$ cat src/rtl/param_branch_predictor.sv
// param_branch_predictor: PHT + direct-mapped BTB branch predictor with power-up init sweep.
// Define BP_GSHARE_EN to XOR global history into the PHT index; default build is bimodal.
module param_branch_predictor #(
    parameter int PC_W      = 32,
    parameter int IDX_W     = 8,
    parameter int HIST_W    = 8,
    parameter int CTR_W     = 2,
    parameter int BTB_IDX_W = 4
) (
    input  logic              clk,
    input  logic              reset,
    input  logic              fe_req_valid,
    input  logic [PC_W-1:0]   fe_pc,
    output logic              ready,
    output logic              pred_valid,
    output logic              pred_taken,
    output logic [PC_W-1:0]   pred_target,
    output logic [HIST_W-1:0] pred_ghr,
    input  logic              upd_valid,
    input  logic [PC_W-1:0]   upd_pc,
    input  logic [HIST_W-1:0] upd_ghr,
    input  logic              upd_taken,
    input  logic [PC_W-1:0]   upd_target,
    input  logic              upd_mispredict
);
    localparam int TAG_W = PC_W - BTB_IDX_W - 2;
    localparam int PHT_N = 1 << IDX_W;
    localparam int BTB_N = 1 << BTB_IDX_W;
    localparam logic [CTR_W-1:0] WEAK_NT = CTR_W'((1 << (CTR_W - 1)) - 1);

    typedef enum logic {INIT, READY} state_t;
    state_t state, state_nx;

    logic [IDX_W-1:0]     ptr;
    logic [HIST_W-1:0]    ghr;
    logic [CTR_W-1:0]     pht [PHT_N];
    logic                 btb_v [BTB_N];
    logic [TAG_W-1:0]     btb_tag [BTB_N];
    logic [PC_W-1:0]      btb_tgt [BTB_N];
    logic [IDX_W-1:0]     fe_idx, upd_idx;
    logic [BTB_IDX_W-1:0] fe_bidx, upd_bidx;
    logic                 lookup, update, fe_hit, fe_taken;
    logic [CTR_W-1:0]     upd_ctr, upd_ctr_nx;

`ifdef BP_GSHARE_EN
    logic unused_ok;
    assign unused_ok = ^upd_pc[1:0];
    assign fe_idx  = fe_pc[IDX_W+1:2] ^ IDX_W'(ghr);
    assign upd_idx = upd_pc[IDX_W+1:2] ^ IDX_W'(upd_ghr);
`else
    logic unused_ok;
    assign unused_ok = ^{upd_pc[1:0], upd_ghr, upd_mispredict};
    assign fe_idx  = fe_pc[IDX_W+1:2];
    assign upd_idx = upd_pc[IDX_W+1:2];
`endif

    assign fe_bidx  = fe_pc[BTB_IDX_W+1:2];
    assign upd_bidx = upd_pc[BTB_IDX_W+1:2];
    assign lookup   = ready && fe_req_valid;
    assign update   = ready && upd_valid;
    assign fe_hit   = btb_v[fe_bidx] && (btb_tag[fe_bidx] == fe_pc[PC_W-1:BTB_IDX_W+2]);
    assign fe_taken = fe_hit && pht[fe_idx][CTR_W-1];
    assign upd_ctr  = pht[upd_idx];
    assign upd_ctr_nx = upd_taken ? ((&upd_ctr) ? upd_ctr : upd_ctr + 1'b1)
                                  : ((|upd_ctr) ? upd_ctr - 1'b1 : upd_ctr);

    always_ff @(posedge clk) begin
        if (reset) state <= INIT;
        else       state <= state_nx;
    end

    always_comb begin
        state_nx = (state == INIT && &ptr) ? READY : state;
    end

    always_comb begin
        ready = (state == READY);
    end

    // Table storage has no reset; the sweep is what gives it defined contents.
    always_ff @(posedge clk) begin
        if (state == INIT) begin
            pht[ptr] <= WEAK_NT;
            if (int'(ptr) < BTB_N) btb_v[ptr[BTB_IDX_W-1:0]] <= 1'b0;
        end else if (update) begin
            pht[upd_idx] <= upd_ctr_nx;
            if (upd_taken) begin
                btb_v[upd_bidx]   <= 1'b1;
                btb_tag[upd_bidx] <= upd_pc[PC_W-1:BTB_IDX_W+2];
                btb_tgt[upd_bidx] <= upd_target;
            end
        end
    end

    always_ff @(posedge clk) begin
        if (reset) begin
            ptr         <= '0;
            ghr         <= '0;
            pred_valid  <= 1'b0;
            pred_taken  <= 1'b0;
            pred_target <= '0;
            pred_ghr    <= '0;
        end else begin
            ptr        <= (state == INIT) ? ptr + 1'b1 : ptr;
            pred_valid <= lookup;
            if (lookup) begin
                pred_taken  <= fe_taken;
                pred_target <= fe_hit ? btb_tgt[fe_bidx] : fe_pc + PC_W'(4);
                pred_ghr    <= ghr;
            end
`ifdef BP_GSHARE_EN
            // A resolved mispredict outranks this cycle's speculative history shift.
            if (update && upd_mispredict) ghr <= {upd_ghr[HIST_W-2:0], upd_taken};
            else if (lookup)              ghr <= {ghr[HIST_W-2:0], fe_taken};
`else
            ghr <= '0;
`endif
        end
    end
endmodule

$ cat config.mk
export PLATFORM = sky130hd
export DESIGN_NAME = param_branch_predictor
export DESIGN_NICKNAME = d
export VERILOG_FILES = /design/src/rtl/param_branch_predictor.sv
export SDC_FILE = /design/constraint.sdc
export NUM_CORES = 2
export LEC_CHECK = 0
export ABC_AREA = 1
export CAP_MARGIN = 5
export CORE_MARGIN = 3
export CORE_UTILIZATION = 36
export DETAILED_ROUTE_END_ITERATION = 6
export SYNTH_ARGS = -nofsm -noshare
export SYNTH_HDL_FRONTEND = slang
export SYNTH_SLANG_ARGS = --single-unit
$ cat constraint.sdc
create_clock -name clk -period 10.3 [get_ports clk]
set_input_delay 1.545 -clock clk [delete_from_list [all_inputs] [get_ports clk]]
set_output_delay 1.545 -clock clk [all_outputs]
set_load 0.1 [all_outputs]
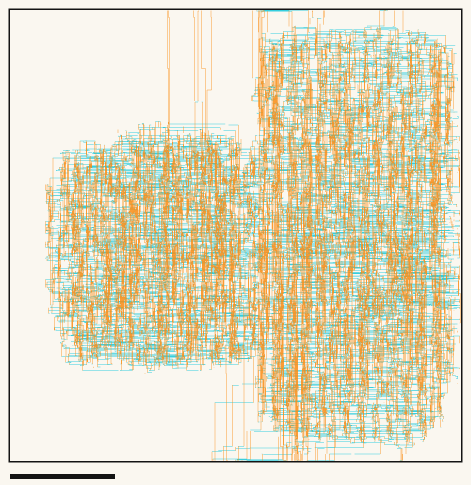
Fig. 1. Wiring by layer.
Bar = 100 um. Two of the layers only.
- orange: M2 (wire length 93.4 mm)
- cyan: M1 (wire length 78.9 mm)

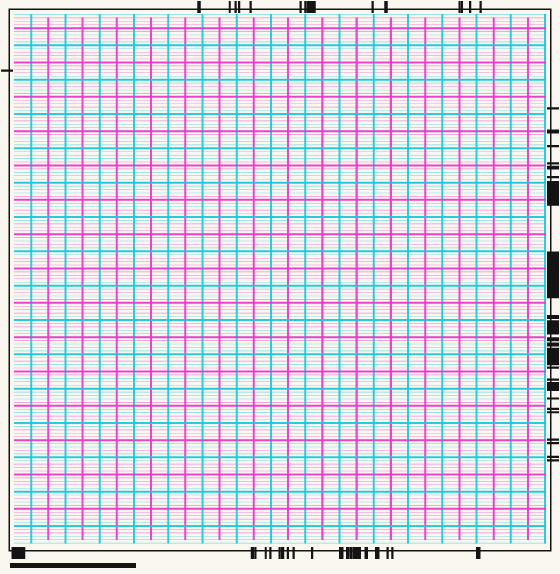
Fig. 2. PDN straps and rails.
Bar = 100 um. Pins as bars on the die edge.
- cyan: VSS
- magenta: VDD
- met1 rails: 155
- rows: 154

==> impl_metrics.yaml <==
# synthesis and place-and-route metrics
critical_path:
  r2r-start: "ready$_SDFFE_PP0P_"
  cp-end-kind: "register"
  rrSetupSlack_ns: 5.80
  path_class: "input port to register"
  timing.rr.end: "btb_tgt[0][31]$_DFFE_PP_"
  critical_path.most_common_cell: "nand2_1"
  path_depth: 15
  cp_slowest_cell: "buf_4"
  worstPathMaxFanout: 166
  path_buffers: 4
  cp-startpoint: "upd_pc[3]"
  worst_ep_required_time_ns: 10.77
  arrival_ns: 6.99
  endpoint: "pht[98][0]$_DFFE_PP_"
  crit_family: "buffers and inverters"
  rr_worst_depth: 5
  path_cells: "clkdlybuf4s50_1 > nand2_1 > inv_4 > buf_4 > a22oi_1 > nand2_1 > nand2_1 > nand4_1 > nand3_1 > nand3_1 > nand3_1 > nand2_1 > o21ai_0 > nand2_4 > buf_12"
  startpoint_type: "input port"
  slowest_delay_ns: 0.80
timing:
  relSlewSlack: 0.213
  whs_ns: 0.519
  finalSetupTns_ns: 0
  rsz0062_at_grt: "no"
  setup_viol: 0
  period_needed_ns: 6.51
  hold_viol: 0
  max_freq_mhz: 154
  period_used_share: 0.632
  maxSlewViolCount: 0
  worst_pin_slew_ns: 1.18
  setup_ws_ns: 3.79
floorplan:
  die-area_um2: 183000
  die_w_um: 428
  die_y_um: 428
  fp_util: 0.363
  fp-row-count: 154
  num_io_pins: 153
  core-area_um2: 176000
cts:
  root_buffer: "clkbuf_16"
  hold_buffers: 0
  cts_buffers: 160
  cts.repair.resized: 0
  cts.sink_count: 1499
  clock_latency_ns: 0.80
  cts_setup_buffers: 0
  cts_tree: "built"
  htreeDepth: 4
  path_clk_slew_ns: 0.06
  clockBufferDepth: 3
logic_synthesis:
  synthTopCellsByCount: "edfxtp_1 (1456), nand2_1 (1216), nor2_1 (913)"
  largest_area_cell: "edfxtp_1"
  syn_inst: 5779
  synth_top_flop_cell: "edfxtp_1"
  synthDistinctLibCells: 47
  synth.most_common_cell: "edfxtp_1"
  ys_seq_frac: 0.696
  yosysWarnings: 0
  async_reset_ff_frac: 0
  netlist_area_um2: 64100
  yosys_area_um2: 64100
  edf_count: 1456
  ys_seq_elements: 1499
  area_leaders: "edfxtp_1 (68%), nand2_1 (7.1%), nor2_1 (5.3%), o21ai_0 (3.5%), a22oi_1 (3.0%)"
  yosysCellCount: 5779
  synth_top_area_share: 0.683
  syn_avg_cell_area_um2: 11.1
detailed_routing:
  drc_errors: 0
  first_pass_iters: 6
  routedWlPerCell_um: 23.4
  via_per_inst: 5.42
  final_antenna_net_count: 0
  drtIter0Drc: 4970
  wl_um: 194000
  vias: 44900
run:
  drv_cap: 0
  warnings: 59
grt:
  grt_pass1_vias: 43000
  grt.overflow.total: 0
  grt_start_max_net_pins: 203
  antenna_found_initial: 15
  grt_use_total: 0.206
  grt_pass1_wl_um: 284000
layout:
  num-nets-final: 5916
  syn_to_final_growth_pct: 13.8
  n_fill_cell: 16600
  final_cells: 8286
  final_area_um2: 72900
  final_core_util: 0.413
  drive_above_1_share: 0.0633
power:
  vdd_ir_drop_max_mv: 0.176
  finalPower_mw: 13.2
  p_leak_nw: 25.9
  powerDensity_nw_per_um2: 180
place:
  pre_cts_ws_ns: 3.08
  gp_congestion: 0.900
  placed_area_um2: 67600
  place_inst: 7982
  io_buffers: 133
  hpwl_um: 104000
min_path:
  hold_path_class: "register to register"
outcome:
  outcome: "complete, no violations"
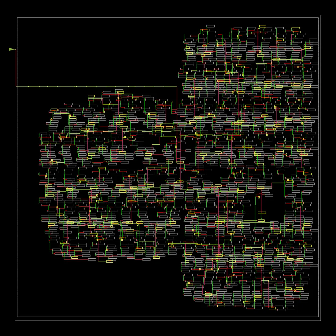
Fig. 3. The clock network.
flop count: 1499
Worst Skew: 0.0408 ns
CLK BUF: 197
clock group total power: 5.70 mW

==> registers in the layout, indices dropped and copies added, names as in the netlist <==
name	flops
btb_tag	416
btb_tgt	512
btb_v	16
pht	512
pred_taken	1
pred_target	32
pred_valid	1
ptr	8
ready	1
==> worst min-delay path by stage <==
stage | from | to | slack [ns] | depth (start not counted)
detailed placement | pred_target[26]$_SDFFE_PP0P_ | pred_target[26]$_SDFFE_PP0P_ | 0.49 | 2
global route | pred_target[13]$_SDFFE_PP0P_ | pred_target[13]$_SDFFE_PP0P_ | 0.54 | 2
CTS | pred_target[26]$_SDFFE_PP0P_ | pred_target[26]$_SDFFE_PP0P_ | 0.51 | 2
global placement | pred_target[26]$_SDFFE_PP0P_ | pred_target[26]$_SDFFE_PP0P_ | 0.50 | 2
finish | pred_target[13]$_SDFFE_PP0P_ | pred_target[13]$_SDFFE_PP0P_ | 0.52 | 2
floorplan | ptr[7]$_SDFFE_PP0N_ | ptr[7]$_SDFFE_PP0N_ | 0.46 | 2
==> layer usage <==
layer / track usage / vias to the layer above / wire length (um)
met3: 0.0327 / 375 / 15600
met5: 0 / - / 32
met2: 0.345 / 2012 / 93400
li1: - / 20400 / -
met4: 0.0691 / 6 / 6260
met1: 0.273 / 22100 / 78900
==> layout by cell type, fill, tap and decap left out, types with 18 or more instances in the layout <==
master and n:
o211ai_1 18, dfxtp_1 43, a22oi_1 253, edfxtp_1 1456, clkinv_2 36, clkdlybuf4s50_1 128, a21oi_1 147, nand3_1 357
o221ai_1 43, xor2_1 26, o22ai_1 78, clkbuf_16 162, inv_1 287, o21ai_0 450, buf_4 81, nor2_1 889
clkinv_1 39, nand2_1 1213, nand4_1 32, clkbuf_1 26, nor2_4 26
==> cells by family (layout without fill, tap and decap cells) <==
group / after synthesis / count (layout) / share of synthesized area
flops: 1499 / 1499 / 0.696
compound gates: 1035 / 1035 / 0.0972
other cells: 1 / 14 / 0.0000585
buf+inv: 660 / 814 / 0.0429
simple gates: 2554 / 2554 / 0.160
xor+xnor: 28 / 28 / 0.00383
fa+ha+maj: 2 / 2 / 0.000391
==> report_power, final <==
part | switching [mW] | total [mW] | internal [mW] | leakage [nW]
sequential | 0.00273 | 6.66 | 6.65 | 13.8
clock | 2.46 | 5.70 | 3.24 | 2.57
combinational | 0.594 | 0.801 | 0.207 | 9.49
==> layout make-up <==
class	instances	area [um^2]	share of cell area
multi-input cells	3627	16900	0.232
flip-flops and latches	1499	44600	0.611
well taps	2340	2930	0.0401
inverters	297	1140	0.0156
clock inverters	101	997	0.0137
clock buffers	197	4280	0.0586
repair buffers	219	2050	0.0281
diodes	6	15.0	0.000206
==> worst min-delay path, delay by kind of cell (launching register included) <==
kind             cells  cell delay [ns]
AND/OR/NAND/NOR      1             0.07
AND-OR/OR-AND        1             0.06
flip-flops           1             0.34
Power figures rest on the tool's default switching activity, not on a simulated workload.
